Fig. 1: run 1, cell area per tile
11 x 11 tiles, from white (low) to dark blue (high), 0 to 100% covered.
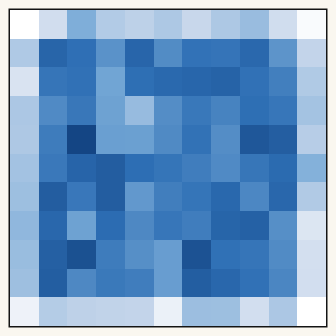
Fig. 2: run 1, where the registers sit
The bar under the picture is 20 um long.
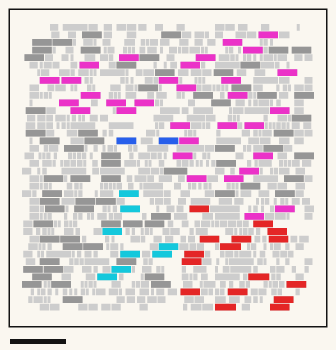
Fig. 3: run 1, signal wires on met3
The bar under the picture is 20 um long.
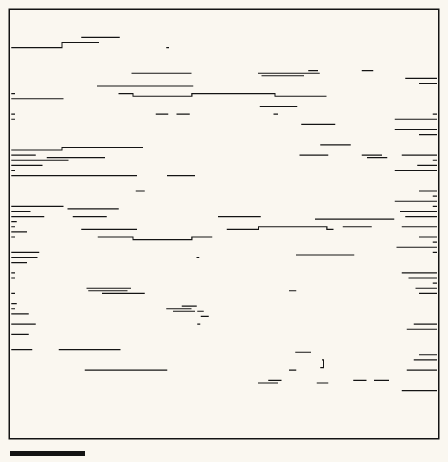
Fig. 4: run 1, cell classes on the final placement
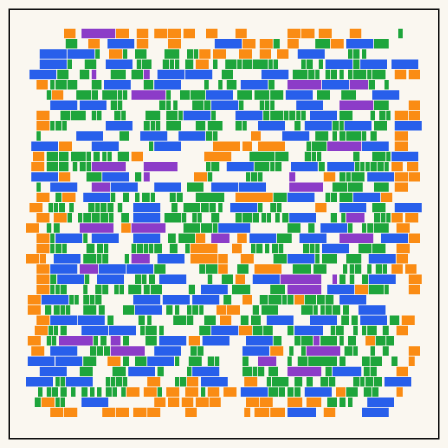
`config.mk`:
```
export PLATFORM = sky130hd
export DESIGN_NAME = loader_write_sequencer
export DESIGN_NICKNAME = d
export VERILOG_FILES = /design/src/rtl/loader_pkg.sv /design/src/rtl/loader_window_decode.sv /design/src/rtl/loader_write_sequencer.sv
export SDC_FILE = /design/constraint.sdc
export NUM_CORES = 1
export LEC_CHECK = 0
export CAP_MARGIN = 15
export CORE_MARGIN = 4
export CORE_UTILIZATION = 54
export CTS_CLUSTER_SIZE = 28
export DETAILED_ROUTE_END_ITERATION = 10
export PLACE_DENSITY_LB_ADDON = 0.1
export SLEW_MARGIN = 20
export SYNTH_ARGS = -nofsm -noshare
export SYNTH_HDL_FRONTEND = slang
export SYNTH_HIERARCHICAL = 1
export SYNTH_SLANG_ARGS = --single-unit
```
`constraint.sdc`:
```
create_clock -name clk -period 2.1 [get_ports clk]
set_clock_uncertainty 0.15 [all_clocks]
set_input_delay 0.63 -clock clk [delete_from_list [all_inputs] [get_ports clk]]
set_output_delay 0.63 -clock clk [all_outputs]
set_load 0.02 [all_outputs]
```
`src/rtl/loader_pkg.sv`:
```
// Shared types and constants for the loader write sequencer and its window decoders.
package loader_pkg;

    localparam int MAX_WINDOWS = 4;
    localparam int WIN_IDX_W   = $clog2(MAX_WINDOWS);

    typedef enum logic {
        IDLE,
        SEND
    } state_t;

    // Byte 0 is the most significant byte of the big-endian word.
    function automatic logic [7:0] word_byte(input logic [31:0] word, input logic [1:0] idx);
        case (idx)
            2'd0:    return word[31:24];
            2'd1:    return word[23:16];
            2'd2:    return word[15:8];
            default: return word[7:0];
        endcase
    endfunction

endpackage

```
`src/rtl/loader_window_decode.sv`:
```
// Range check and address translation for a single remap window.
module loader_window_decode #(
    parameter logic [31:0] BASE   = 32'h0,
    parameter logic [31:0] MAP    = 32'h0,
    parameter logic [15:0] LENGTH = 16'd0
) (
    input  logic [31:0] address,
    output logic        hit,
    output logic [31:0] mapped
);

    // 33-bit end so a window reaching the top of the address space does not wrap to zero.
    localparam logic [32:0] WINDOW_END = {1'b0, BASE} + {17'b0, LENGTH};

    assign hit    = (LENGTH != 16'd0) && (address >= BASE) && ({1'b0, address} < WINDOW_END);
    assign mapped = address - BASE + MAP;

endmodule

```
`src/rtl/loader_write_sequencer.sv`:
```
// Splits loader word writes into four remapped byte writes, dropping bytes no window claims.
module loader_write_sequencer
    import loader_pkg::*;
#(
    parameter int                      N_WINDOWS    = 2,
    parameter logic [N_WINDOWS*32-1:0] BASE_ADDRESS = '0,
    parameter logic [N_WINDOWS*32-1:0] MAP_ADDRESS  = '0,
    parameter logic [N_WINDOWS*16-1:0] MAP_LENGTH   = '0
) (
    input  logic                 clk,
    input  logic                 reset,
    input  logic                 in_valid,
    output logic                 in_ready,
    input  logic [31:0]          in_address,
    input  logic [31:0]          in_data,
    output logic                 out_valid,
    input  logic                 out_ready,
    output logic [WIN_IDX_W-1:0] out_window,
    output logic [31:0]          out_address,
    output logic [7:0]           out_data,
    output logic                 busy,
    output logic [15:0]          dropped_count
);

    state_t                 state;
    logic [1:0]             byte_idx;
    logic [1:0]             next_idx;
    logic [31:0]            word_address;
    logic [31:0]            word_data;
    logic [31:0]            dec_address;
    logic [7:0]             dec_data;
    logic [N_WINDOWS-1:0]   hit;
    logic [31:0]            mapped [N_WINDOWS];
    logic                   any_hit;
    logic [WIN_IDX_W-1:0]   sel_window;
    logic [31:0]            sel_address;

    assign next_idx = byte_idx + 2'd1;
    assign in_ready = (state == IDLE);
    assign busy     = (state != IDLE);

    // Decode the byte that will be presented next: byte 0 of the incoming word while idle,
    // otherwise the byte after the one currently on the output.
    always_comb begin
        dec_address = 32'h0;
        dec_data    = 8'h0;
        if (state == IDLE) begin
            dec_address = in_address & 32'hFFFF_FFFC;
            dec_data    = in_data[31:24];
        end else begin
            dec_address = word_address | {30'b0, next_idx};
            dec_data    = word_byte(word_data, next_idx);
        end
    end

    for (genvar g = 0; g < N_WINDOWS; g++) begin : g_window
        loader_window_decode #(
            .BASE   (BASE_ADDRESS[g*32 +: 32]),
            .MAP    (MAP_ADDRESS[g*32 +: 32]),
            .LENGTH (MAP_LENGTH[g*16 +: 16])
        ) u_decode (
            .address (dec_address),
            .hit     (hit[g]),
            .mapped  (mapped[g])
        );
    end

    // Scanning from the top index down lets the lowest hitting window overwrite the others.
    always_comb begin
        any_hit     = 1'b0;
        sel_window  = '0;
        sel_address = 32'h0;
        for (int i = N_WINDOWS - 1; i >= 0; i--) begin
            if (hit[i]) begin
                any_hit     = 1'b1;
                sel_window  = WIN_IDX_W'(i);
                sel_address = mapped[i];
            end
        end
    end

    always_ff @(posedge clk) begin
        if (reset) begin
            state         <= IDLE;
            byte_idx      <= 2'd0;
            word_address  <= 32'h0;
            word_data     <= 32'h0;
            out_valid     <= 1'b0;
            out_window    <= '0;
            out_address   <= 32'h0;
            out_data      <= 8'h0;
            dropped_count <= 16'h0;
        end else begin
            case (state)
                IDLE: begin
                    if (in_valid) begin
                        state        <= SEND;
                        word_address <= dec_address;
                        word_data    <= in_data;
                        byte_idx     <= 2'd0;
                        out_valid    <= any_hit;
                        out_window   <= any_hit ? sel_window : '0;
                        out_address  <= any_hit ? sel_address : 32'h0;
                        out_data     <= any_hit ? dec_data : 8'h0;
                    end
                end
                SEND: begin
                    // An unclaimed byte occupies exactly one cycle with out_valid low.
                    if (!out_valid || out_ready) begin
                        if (!out_valid && dropped_count != 16'hFFFF) begin
                            dropped_count <= dropped_count + 16'd1;
                        end
                        if (byte_idx == 2'd3) begin
                            state       <= IDLE;
                            byte_idx    <= 2'd0;
                            out_valid   <= 1'b0;
                            out_window  <= '0;
                            out_address <= 32'h0;
                            out_data    <= 8'h0;
                        end else begin
                            byte_idx    <= next_idx;
                            out_valid   <= any_hit;
                            out_window  <= any_hit ? sel_window : '0;
                            out_address <= any_hit ? sel_address : 32'h0;
                            out_data    <= any_hit ? dec_data : 8'h0;
                        end
                    end
                end
                default: state <= IDLE;
            endcase
        end
    end

endmodule
```
==> impl_metrics.csv, run 1 <==
group,metric,value,unit
final_timing,setup_ws,0.0399,ns
finish,nets,838,
power,p_comb,0.900,mW
clock_tree,htree_levels,4,
power,swShare,0.248,
global_route,grt_max_degree,57,
clock_tree,ctsHoldBuffers,0,
floorplanning,die_h,114,um
finish,comb_cells,466,
floorplanning,die_x,114,um
synth,syn_avg_cell_area,8.41,um^2
status,status,"finished, final reports clean",
synth,edf_count,0,
synth,ys_area,6030,um^2
worst_setup_path,crit_fanout,9,
floorplanning,ios,129,
finish,reg_top3,"out_address (32), word_address (32), word_data (32)",
synth,postSynth.asyncResetShare,0,
finish,num-fill-cells,880,
synth,ys_cells,717,
drt,first_pass_iters,5,
synth,syn_inst,717,
drt,drtIter0Drc,455,
power,p_leak,3.02,nW
final_timing,hold_viol,0,
drt,drc,0,
worst_setup_path,crit_path_start,"busy",
finish,antennaDiodeCount,0,
worst_setup_path,slowest_stage,"dfxtp_4",
finish,signal_buffers,145,
clock_tree,cts_resized,76,
finish,area_share_clock_buf_inv,0.0751,
hold_path,hold_path.startpoint,"reset",
placed_design,port_buffers,125,
floorplanning,chipArea,12900,um^2
power,pwr-share-comb,0.145,
power,vdd_drop_max,0.000630,V
floorplanning,tap_cells,140,
finish,lay_top_cells,"nand2_1 (153), dfxtp_1 (121), a21oi_1 (85)",
drt,wire_per_inst,16.4,um
finish,clkbuf_count,25,
synth,mux_share,0.0595,
finish,comb_share,0.372,
global_route,gr-usage-met1,0.287,
power,clock_power,2.74,mW
power,power.share.clock,0.440,
finish,inv_count,9,
synth,synthTopCellsByCount,"nand2_1 (154), dfxtp_1 (125), a21oi_1 (85)",
-- Fig. 1 (at the start) --
nearly empty tiles: 1.7%
tiles over 75% full: 22%
mean over tiles: 56%
fullest tile: 92%

-- Fig. 2 (at the start) --
legend:
  `out_data`:
    color: cyan
    flops: 8
  `word_address`:
    color: magenta
    flops: 32
  `dropped_count`:
    color: red
    flops: 16
  `byte_idx`:
    color: blue
    flops: 2
Seq area share: 0.335
Sequential Area: 2510 um^2
Seq group: 2.58 mW
final core occ: 0.687

-- Fig. 3 (at the start) --
share of all routed wire: 6.0%
wire length on this layer: 893 um
longest straight run: 33.1 um
main direction: horizontal
nets with wire on the layer: 92

-- Fig. 4 (at the start) --
legend:
  flip-flops:
    color: blue
    cells: 125
    share_of_their_area: 34%
  all other logic:
    color: green
    cells: 475
    share_of_their_area: 39%
  clock drivers and dummy loads:
    color: purple
    cells: 31
    share_of_their_area: 7.7%
  other buffers and delay cells:
    color: orange
    cells: 145
    share_of_their_area: 19%
fin area: 7480 um^2
CORE AREA: 10,900 um^2
Site Rows: 38

Fig. 5: run 1, placed standard cells
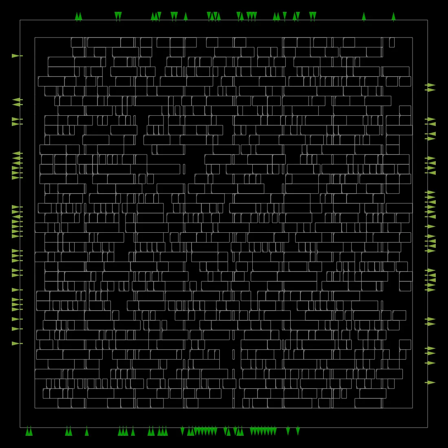

==> run 2: changes to the inputs <==
- clock period: 2.1 -> 2.2 ns (I/O delays scaled with it)
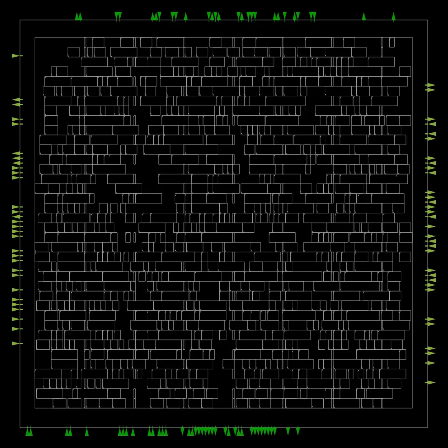
Fig. 6. Placed standard cells (run 2).
final core occ: 0.695
Tapcells: 140
post-route insts no fill: 914
fillcell total: 896
registers: 125

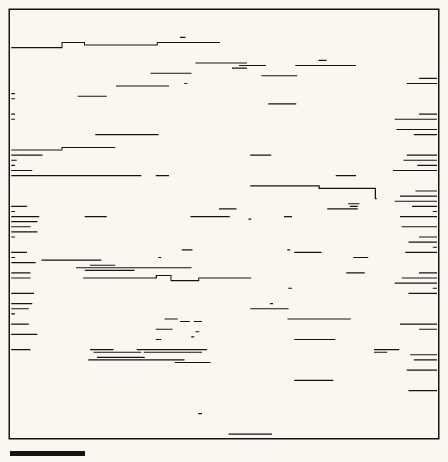
Fig. 7. Signal wires on met3 (run 2).
The bar under the picture is 20 um long.
nets with wire on the layer: 96
longest straight run: 34.3 um
share of all routed wire: 6.3%

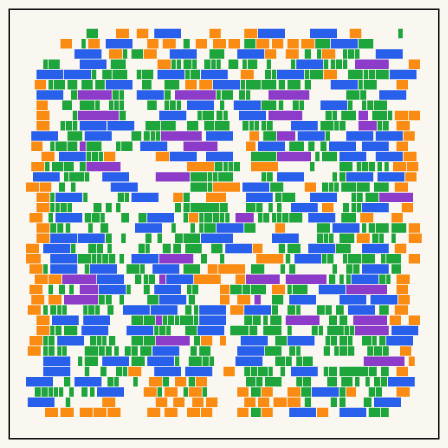
Fig. 8. Cell classes on the final placement (run 2).
legend:
  flip-flops:
    color: blue
    cells: 125
    share_of_their_area: 34%
  clock drivers and dummy loads:
    color: purple
    cells: 32
    share_of_their_area: 9.4%
  all other logic:
    color: green
    cells: 475
    share_of_their_area: 38%
  other buffers and delay cells:
    color: orange
    cells: 142
    share_of_their_area: 19%

==> impl_metrics.csv, run 2 <==
group,metric,value,unit
status,status,"finished, final reports clean",
power,pg_seq,2.46,mW
drt,drc,0,
floorplanning,ios,129,
placed_design,port_buffers,125,
final_timing,hold_viol,0,
power,clock_power,3.26,mW
drt,first_pass_iters,6,
global_route,gr-usage-met1,0.292,
power,pwr-share-comb,0.129,
floorplanning,die_x,114,um
final_timing,setup_ws,0.0636,ns
global_route,grt_max_degree,66,
finish,reg_top3,"out_address (32), word_address (32), word_data (32)",
floorplanning,chipArea,12900,um^2
worst_setup_path,crit_path_start,"dropped_count[15]",
synth,syn_avg_cell_area,8.41,um^2
finish,comb_share,0.367,
finish,signal_buffers,142,
worst_setup_path,crit_fanout,7,
worst_setup_path,slowest_stage,"dfxtp_1",
synth,ys_area,6030,um^2
synth,postSynth.asyncResetShare,0,
finish,nets,835,
synth,mux_share,0.0595,
drt,drtIter0Drc,474,
finish,seq_area_frac,0.331,
finish,clkbuf_count,20,
synth,synthTopCellsByCount,"nand2_1 (154), dfxtp_1 (125), a21oi_1 (85)",
power,power.share.clock,0.496,
finish,area_share_clock_buf_inv,0.0915,
finish,antennaDiodeCount,0,
power,vdd_drop_max,0.000718,V
floorplanning,die_h,114,um
clock_tree,htree_levels,4,
floorplanning,core,10900,um^2
power,p_leak,3.09,nW
drt,wire_per_inst,16.5,um
synth,syn_inst,717,
clock_tree,ctsHoldBuffers,0,
Fig. 9: run 2, where the registers sit
The bar under the picture is 20 um long.
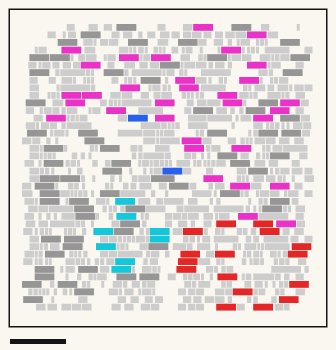

==> run 3: changes to the inputs <==
- CORE_UTILIZATION: 54 -> 49
- clock period: 2.2 -> 1.84 ns (I/O delays scaled with it)
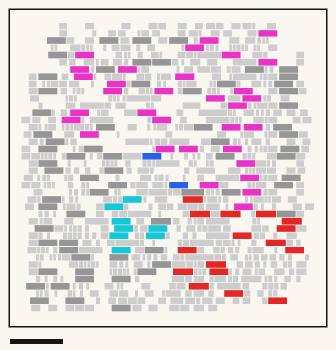
Fig. 10. Where the registers sit (run 3).
The bar under the picture is 20 um long.
legend:
  `dropped_count`:
    color: red
    flops: 16
  `out_data`:
    color: cyan
    flops: 8
  `byte_idx`:
    color: blue
    flops: 2
  `word_address`:
    color: magenta
    flops: 32
not colored: 67
Seq area share: 0.331
final core occ: 0.633

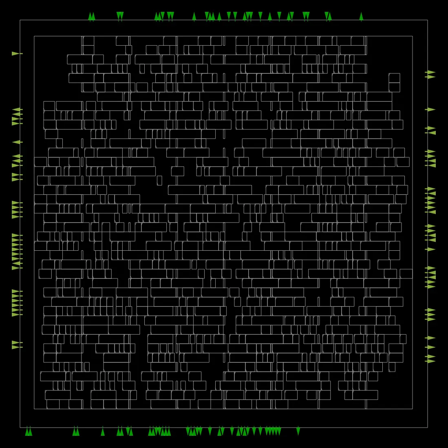
Fig. 11. Placed standard cells (run 3).
Site Rows: 40
Tapcells: 147
fillcell total: 1,011
post-route insts no fill: 932

==> impl_metrics.csv, run 3 <==
group,metric,value,unit
status,status,"finished, final reports clean",
clock_tree,ctsHoldBuffers,0,
floorplanning,chipArea,14100,um^2
synth,ys_area,6030,um^2
finish,signal_buffers,155,
finish,clkbuf_count,21,
final_timing,hold_viol,0,
clock_tree,htree_levels,4,
worst_setup_path,crit_path_start,"out_address[1]",
floorplanning,die_h,119,um
drt,drtIter0Drc,373,
global_route,gr-usage-met1,0.264,
floorplanning,die_x,119,um
drt,first_pass_iters,5,
power,clock_power,3.22,mW
worst_setup_path,crit_fanout,2,
power,power.share.clock,0.449,
power,pwr-share-comb,0.141,
placed_design,port_buffers,125,
synth,synthTopCellsByCount,"nand2_1 (154), dfxtp_1 (125), a21oi_1 (85)",
worst_setup_path,slowest_stage,"dfxtp_1",
power,vdd_drop_max,0.000500,V
global_route,grt_max_degree,66,
power,p_leak,3.03,nW
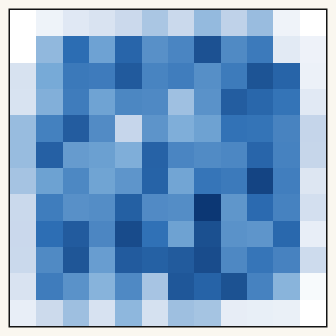
Fig. 12. Cell area per tile (run 3).
12 x 12 tiles, from white (low) to dark blue (high), 0 to 100% covered.
nearly empty tiles: 2.8%
fullest tile: 97%
tiles over 75% full: 21%
mean over tiles: 52%

Power and IR drop assume default switching activity.
